<file path="config.mk">
export PLATFORM = sky130hd
export DESIGN_NAME = mult_controller
export DESIGN_NICKNAME = d
export VERILOG_FILES = /design/src/rtl/mult_pkg.sv /design/src/rtl/magnitude.sv /design/src/rtl/mult_controller.sv
export SDC_FILE = /design/constraint.sdc
export NUM_CORES = 1
export LEC_CHECK = 0
export ABC_CLOCK_PERIOD_IN_PS = 3500
export CAP_MARGIN = 0
export CORE_MARGIN = 3
export CORE_UTILIZATION = 45
export DETAILED_ROUTE_END_ITERATION = 10
export GPL_ROUTABILITY_DRIVEN = 0
export PLACE_DENSITY_LB_ADDON = 0.08
export SLEW_MARGIN = 25
export SYNTH_ARGS = -nofsm -noshare
export SYNTH_HDL_FRONTEND = slang
export SYNTH_SLANG_ARGS = --single-unit
</file>
<file path="constraint.sdc">
create_clock -name clk -period 3.5 [get_ports clk]
set_input_delay 0.7 -clock clk [delete_from_list [all_inputs] [get_ports clk]]
set_output_delay 0.7 -clock clk [all_outputs]
set_load 0.005 [all_outputs]
</file>
<file path="src/rtl/mult_pkg.sv">
// Shared definitions for the sequential signed multiplier controller.
//   MULT_W      default operand width
//   state_t     controller FSM states
//   cnt_width   width of the RUN-phase bit counter for a given operand width
package mult_pkg;

  localparam int unsigned MULT_W = 8;

  typedef enum logic [1:0] {
    ST_IDLE = 2'd0,
    ST_LOAD = 2'd1,
    ST_RUN  = 2'd2,
    ST_SIGN = 2'd3
  } state_t;

  function automatic int unsigned cnt_width(input int unsigned w);
    return (w > 1) ? $clog2(w) : 1;
  endfunction

  localparam int unsigned MULT_CNT_W = cnt_width(MULT_W);

endpackage

</file>
<file path="src/rtl/magnitude.sv">
// Two's-complement magnitude extractor.
//   x    in   W   signed operand
//   mag  out  W   unsigned |x|; the most negative value maps to 2^(W-1)
//   neg  out  1   sign bit of x
module magnitude
  import mult_pkg::*;
#(
  parameter int unsigned W = MULT_W
) (
  input  logic [W-1:0] x,
  output logic [W-1:0] mag,
  output logic         neg
);

  assign neg = x[W-1];
  assign mag = neg ? -x : x;

endmodule

</file>
<file path="src/rtl/mult_controller.sv">
// Control and accumulate stage of the sequential signed multiplier.
// Converts operands to magnitudes, drives the external shift_left block and
// accumulates its shifted multiplicand for each set multiplier bit (LSB first),
// then applies the product sign.
//   clk, rst_n     clock / async active-low reset
//   start          request, sampled only in IDLE
//   multiplicand   signed operand A (W)
//   multiplier     signed operand B (W)
//   shl_in         |A| to shift_left (W)
//   shl_load       load strobe to shift_left
//   shl_en         shift enable to shift_left
//   shl_out        shifted magnitude from shift_left (2W-1)
//   product        signed result (2W), held until the next accepted start
//   busy           high from the accept cycle through SIGN
//   done           one-cycle pulse when product becomes valid
module mult_controller
  import mult_pkg::*;
#(
  parameter int unsigned W = MULT_W
) (
  input  logic           clk,
  input  logic           rst_n,
  input  logic           start,
  input  logic [W-1:0]   multiplicand,
  input  logic [W-1:0]   multiplier,
  output logic [W-1:0]   shl_in,
  output logic           shl_load,
  output logic           shl_en,
  input  logic [2*W-2:0] shl_out,
  output logic [2*W-1:0] product,
  output logic           busy,
  output logic           done
);

  localparam int unsigned CW = cnt_width(W);

  state_t         state, state_nxt;
  logic [W-1:0]   mag_a, mag_b;
  logic           sgn_a, sgn_b;
  logic [W-1:0]   mreg;
  logic [2*W-2:0] acc;
  logic [CW-1:0]  cnt;
  logic           neg;
  logic           run_last;

  magnitude #(.W(W)) u_mag_a (
    .x   (multiplicand),
    .mag (mag_a),
    .neg (sgn_a)
  );

  magnitude #(.W(W)) u_mag_b (
    .x   (multiplier),
    .mag (mag_b),
    .neg (sgn_b)
  );

  assign run_last = (cnt == CW'(W - 1));

  // State register
  always_ff @(posedge clk or negedge rst_n) begin
    if (!rst_n) state <= ST_IDLE;
    else        state <= state_nxt;
  end

  // Next-state logic
  always_comb begin
    state_nxt = state;
    case (state)
      ST_IDLE: if (start)    state_nxt = ST_LOAD;
      ST_LOAD:               state_nxt = ST_RUN;
      ST_RUN:  if (run_last) state_nxt = ST_SIGN;
      ST_SIGN:               state_nxt = ST_IDLE;
      default:               state_nxt = ST_IDLE;
    endcase
  end

  // Shifter strobes are decoded from state alone
  always_comb begin
    shl_load = 1'b0;
    shl_en   = 1'b0;
    case (state)
      ST_LOAD: shl_load = 1'b1;
      ST_RUN:  shl_en   = 1'b1;
      default: ;
    endcase
  end

  // Datapath and registered status outputs
  always_ff @(posedge clk or negedge rst_n) begin
    if (!rst_n) begin
      shl_in  <= '0;
      mreg    <= '0;
      neg     <= 1'b0;
      acc     <= '0;
      cnt     <= '0;
      product <= '0;
      busy    <= 1'b0;
      done    <= 1'b0;
    end else begin
      done <= 1'b0;
      case (state)
        ST_IDLE: begin
          if (start) begin
            shl_in <= mag_a;
            mreg   <= mag_b;
            neg    <= sgn_a ^ sgn_b;
            busy   <= 1'b1;
          end
        end
        ST_LOAD: begin
          acc <= '0;
          cnt <= '0;
        end
        ST_RUN: begin
          // shl_out already holds |A| << cnt, aligned with mreg[0]
          if (mreg[0]) acc <= acc + shl_out;
          mreg <= mreg >> 1;
          cnt  <= cnt + CW'(1);
        end
        ST_SIGN: begin
          // negating a zero magnitude yields zero, so no special case needed
          product <= neg ? -{1'b0, acc} : {1'b0, acc};
          done    <= 1'b1;
          busy    <= 1'b0;
        end
        default: ;
      endcase
    end
  end

endmodule

</file>
Figure 1. Gate families picked out (run 1).
Scale: 4 px per um.
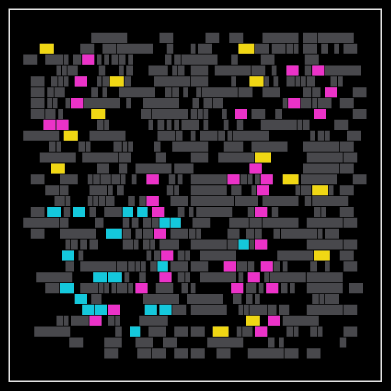
[cyan] AND-OR and OR-AND gates | cells: 19
[magenta] XOR/XNOR gates | cells: 33
[yellow] multiplexers | cells: 13 | where: spread over the die

Figure 2. Signal wires on met1 (run 1).
Scale: 4 px per um. Supply wires on this layer in grey.
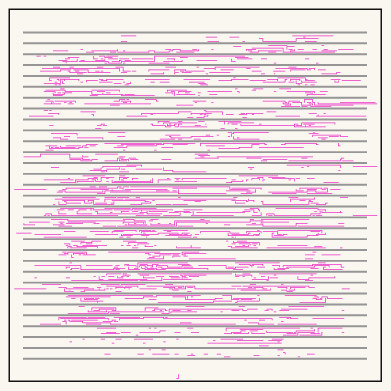
main direction: horizontal
share of all routed wire: 51%

Figure 3. Metal layers overlaid (run 1).
Scale: 4 px per um. Two of the layers only.
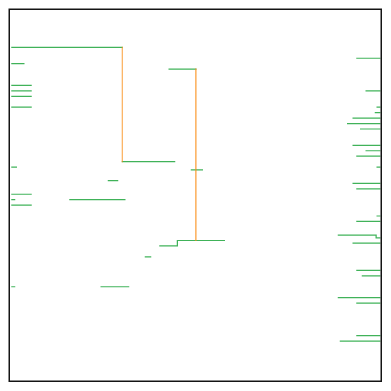
[orange] met4 | wire length: 71.4 um
[green] met3 | wire length: 252 um

Figure 4. Congestion heat map (run 1).
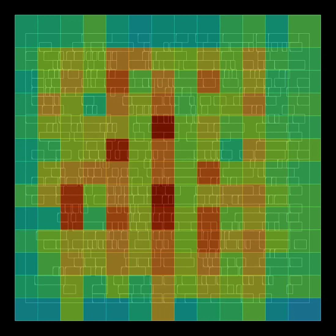
met3 GRT Util: 2.44%
routing usage on met1: 26.3%
layer with the highest usage after global routing: met2

==> datasheet_impl.txt, run 1 <==
Implementation parameters

Parameter                              Value

Outcome
  Result of the run    completed

Floorplanning
  Tapcell Cnt    96
  Area of the chip    8580 um^2
  Core area    7020 um^2
  Number of ports placed on the die boundary    62
  Vertical die dimension    92.6 um

Yosys
  Number of instances in the synthesized netlist    374
  Number of standard cells reported by yosys    374
  Mux contribution to synthesized area    4.07%
  Adders+Majority by Area    9.11%
  Net count after synthesis    432
  Sequential area share after synthesis    40.7%
  AND-OR/OR-AND Cells, Area Fraction    19.3%
  Proportion of synthesized flip-flops having asynchronous set or reset    100%
  Simple-Gate Fraction of Synth Area    14.8%
  Area of the synthesized netlist per yosys stat    3380 um^2
  Synth warn    0
  Synthesized cell area    3380 um^2
  Ys flop type    sky130_fd_sc_hd__dfrtp_1
  Unique masters post-synth    45
  Dominant kind of combinational cell    AND-OR/OR-AND gates
  Flip-flops with a built-in enable    0

Finish
  Non-clock inverter count    17
  Seq. cell area    1380 um^2
  Sequential cell area share    32.8%
  Number of clock buffers in the layout    6
  Cell Count, Final, Fillers Out    529
  Number of nets in the layout    491
  Fraction of area in non-clock buffers    15.3%
  Final clock-cell share    2.45%
  Share of post-route cells with drive strength above 1    5.08%
  Commonest Layout Cell    sky130_fd_sc_hd__clkdlybuf4s50_1
  Number of buffers other than clock buffers in the final layout    66
  Area of the multi-input gates    1890 um^2
  Utilization after layout    59.7%
  Logic share of the area    45.0%
  Total number of multi-input combinational cells    288

GRT
  Via count of the first global-routing pass    2619
  Antenna violations before repair    0
  Wire length of the first global-routing pass    12700 um
  Global-route congestion overflow total    0

Setup path
  R2r endpoint    acc[14]
  Number of buffer and inverter instances along the worst setup path    1
  Worst path cell trace    clkdlybuf4s50_1, ha_1, fa_1, a211o_1, o211a_2, o2111a_1, or3_1, and3_1, a211o_1
  Slowest library cell on the worst path    sky130_fd_sc_hd__fa_1
  Maximum single-stage delay on the critical path    0.43 ns
  CP dominant cell by count    sky130_fd_sc_hd__a211o_1
  R2R Path Start    acc[0]
  Instance count on the critical path    9
  Crit path to    acc[14]
  Maximum net fanout on the critical path    3
  Number of cell instances on the worst register-to-register path    8
  Setup crit end kind    flop
  Start-to-end type of the worst setup path    input pin to flop

Clocking
  CTS Buffer Depth    2
  Count of clock tree sinks    55
  Post-CTS setup repair buffer count    0
  Post-CTS sizing    0
  CTS H-Tree Depth    2
  Root Driver    sky130_fd_sc_hd__clkbuf_8
  CTS hold repair buffers    0

Placement
  Worst slack, placed    0.143 ns
  Detailed-placement wirelength estimate    5470 um

Power
  Switching share of power    39.0%
  Pwr dens    778 nW/um^2
  Sequential cell power    0.00113 W
  Peak VDD IR    0.243 mV
  Portion of total power attributed to sequential cells    34.7%
  Pwr top    combinational logic
  Int Power    0.00199 W
  Clk pwr share    12.6%
  Combinational power share    52.7%

STA
  Period Utilization, post-route    86.7%
  Hold Violations, Final    0
  Final count of negative-setup-slack endpoints    0
  Worst setup slack after layout    0.465 ns
  Highest achievable clock rate    0.329 GHz
  Final count of pins violating max slew    0
  Final total negative setup slack    0 ns
  Clock skew after layout    0.00341 ns

Route
  Vias per Instance    5.19
  Highest metal used    met4
  Met1 Wirelength    3660 um
  DRC Markers    0
  DR WL met3    252 um
  Number of routed nets with antenna violations    0
  DRT Pass-1 Iters    4

Job
  Max-cap check violation count    0
## run 1: cells in the mapped netlist (all sizes together) (6+ instances only)
library cell	instances	area (um^2)
xor2	17	149
nor2	35	131
nand3	9	45.0
clkbuf	14	52.6
nand2	46	173
o31ai	7	52.6
xnor2	16	140
a21o	7	53.8
o21ai	30	150
ha	23	288
mux2	6	67.6
dfrtp	55	1380
mux2i	7	70.1
inv	16	60.1
a21oi	35	175
## run 1: cell families (layout without fill, tap and decap cells)
logic type / after synthesis / in the layout
compound gates: 104 / 104
xor+xnor: 33 / 33
fa+ha+maj: 24 / 24
buf+inv: 31 / 90
flops: 55 / 55
mux: 13 / 13
simple gates: 114 / 114
## run 1: state kept, by name, summed over array words and instances, names as in the netlist
name,count
product,16
acc,15
mreg,8
shl_in,8
cnt,3
state,2
busy,1
done,1
neg,1
## Run 2: what changed since run 1
--- a/config.mk
+++ b/config.mk
@@ -12,6 +12,7 @@
 export DETAILED_ROUTE_END_ITERATION = 10
 export GPL_ROUTABILITY_DRIVEN = 0
 export PLACE_DENSITY_LB_ADDON = 0.08
+export SETUP_SLACK_MARGIN = 0.1
 export SLEW_MARGIN = 25
 export SYNTH_ARGS = -nofsm -noshare
 export SYNTH_HDL_FRONTEND = slang
Figure 5. A small window of the routed layout (run 2).
Region (31, 50) to (61, 80) um. Cells in grey, sequential cells in the stronger grey; small squares are vias.
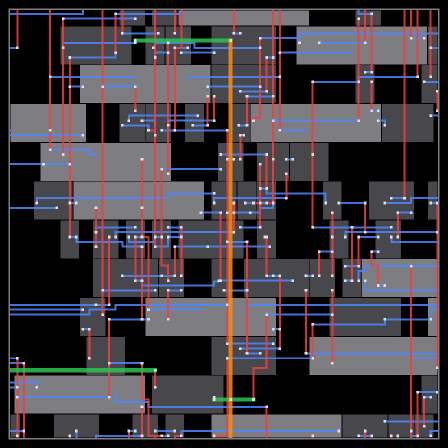
[orange] met4
[red] met2
[blue] met1
[green] met3
netlist names of flops here include: `acc` (2), `cnt` (2), `shl_in` (2)
cells with their middle in the window: 57
sequential cells in the window: 11
most frequent: dfrtp_1 (11), inv_1 (6), ha_1 (6)

==> run 2 against run 1 <==
Against the previous run: maximum frequency unchanged; cell count unchanged; clock skew unchanged; setup slack unchanged; sequential share of layout area unchanged; synthesized cell count unchanged; via count unchanged; cell area unchanged.
==> datasheet_impl.txt, run 2 <==
Implementation parameters

Parameter                              Value

Placement
  Worst slack, placed    0.143 ns

GRT
  Via count of the first global-routing pass    2619
  Layer with the highest usage after global routing    met2
  Wire length of the first global-routing pass    12700 um
  Routing usage on met1    26.3%
  Antenna violations before repair    0
  Global-route congestion overflow total    0

Floorplanning
  Number of ports placed on the die boundary    62

Route
  DRC Markers    0
  DRT Pass-1 Iters    4
  Number of routed nets with antenna violations    0
  Highest metal used    met4
  Vias per Instance    5.19

Yosys
  Ys flop type    sky130_fd_sc_hd__dfrtp_1
  Top cells, area    sky130_fd_sc_hd__dfrtp_1, sky130_fd_sc_hd__ha_1, sky130_fd_sc_hd__a21oi_1
  Number of standard cells reported by yosys    374
  Proportion of synthesized flip-flops having asynchronous set or reset    100%
  Top cell type by instance count after synthesis    sky130_fd_sc_hd__dfrtp_1
  Top cell type by total area after synthesis    sky130_fd_sc_hd__dfrtp_1
  Area of the synthesized netlist per yosys stat    3380 um^2
  Commonest cells in the netlist    sky130_fd_sc_hd__dfrtp_1, sky130_fd_sc_hd__nand2_1, sky130_fd_sc_hd__a21oi_1, sky130_fd_sc_hd__nor2_1, sky130_fd_sc_hd__o21ai_0
  Sequential area share after synthesis    40.7%
  Flip-flops with a built-in enable    0
  Net count after synthesis    432
  Synth warn    0

Setup path
  Maximum single-stage delay on the critical path    0.43 ns
  Maximum net fanout on the critical path    3
  Setup crit end kind    flop
  Number of cell instances on the worst register-to-register path    8
  Number of buffer and inverter instances along the worst setup path    1
  Start-to-end type of the worst setup path    input pin to flop
  Worst path cell trace    clkdlybuf4s50_1, ha_1, fa_1, a211o_1, o211a_2, o2111a_1, or3_1, and3_1, a211o_1
  R2r endpoint    acc[14]
  Instance count on the critical path    9
  CP dominant cell by count    sky130_fd_sc_hd__a211o_1
  Crit path to    acc[14]
  Slowest library cell on the worst path    sky130_fd_sc_hd__fa_1

Clocking
  Post-CTS setup repair buffer count    0
  CTS hold repair buffers    0
  CTS Buffer Depth    2
  Root Driver    sky130_fd_sc_hd__clkbuf_8
  Post-CTS sizing    0

Job
  Max-cap check violation count    0

Outcome
  Result of the run    completed

Finish
  Flip-flop count of the largest register, all copies and words added    16
  Commonest Layout Cell    sky130_fd_sc_hd__clkdlybuf4s50_1
  Share of post-route cells with drive strength above 1    5.08%
  Number of nets in the layout    491
  Biggest registers after layout    product (16), acc (15)
  Most flops, register    product

STA
  Clock skew after layout    0.00341 ns
  Final count of negative-setup-slack endpoints    0
  Hold Violations, Final    0

Power
  Int Power    0.00199 W
  Peak VDD IR    0.243 mV
  Pwr dens    778 nW/um^2
  Sequential cell power    0.00113 W
  Combinational power share    52.7%
  Portion of total power attributed to sequential cells    34.7%
Figure 6. Signal wires on met1 (run 2).
Scale: 4 px per um. Supply wires on this layer in grey.
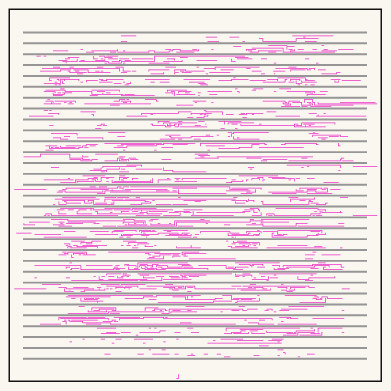
longest straight run: 31.3 um
wire length on this layer: 3660 um
share of all routed wire: 51%

run 2: cell counts in the layout (fill, tap and decap cells not counted):
No cell type changed its count.
run 2: cell type report:
cell class | instances | area (um^2) | share of cell area, %
clock buffers | 6 | 72.6 | 1.73
clock inverters | 1 | 30.0 | 0.716
inverters | 17 | 63.8 | 1.52
multi-input cells | 288 | 1890 | 45.0
flip-flops and latches | 55 | 1380 | 32.8
well taps | 96 | 120 | 2.87
repair buffers | 66 | 643 | 15.3
run 2: kinds of logic after synthesis:
family / after synthesis / share of synthesized area (%)
compound gates: 104 / 19.3
xor+xnor: 33 / 8.56
fa+ha+maj: 24 / 9.11
buf+inv: 31 / 3.44
flops: 55 / 40.7
mux: 13 / 4.07
simple gates: 114 / 14.8
Power figures rest on the tool's default switching activity, not on a simulated workload.
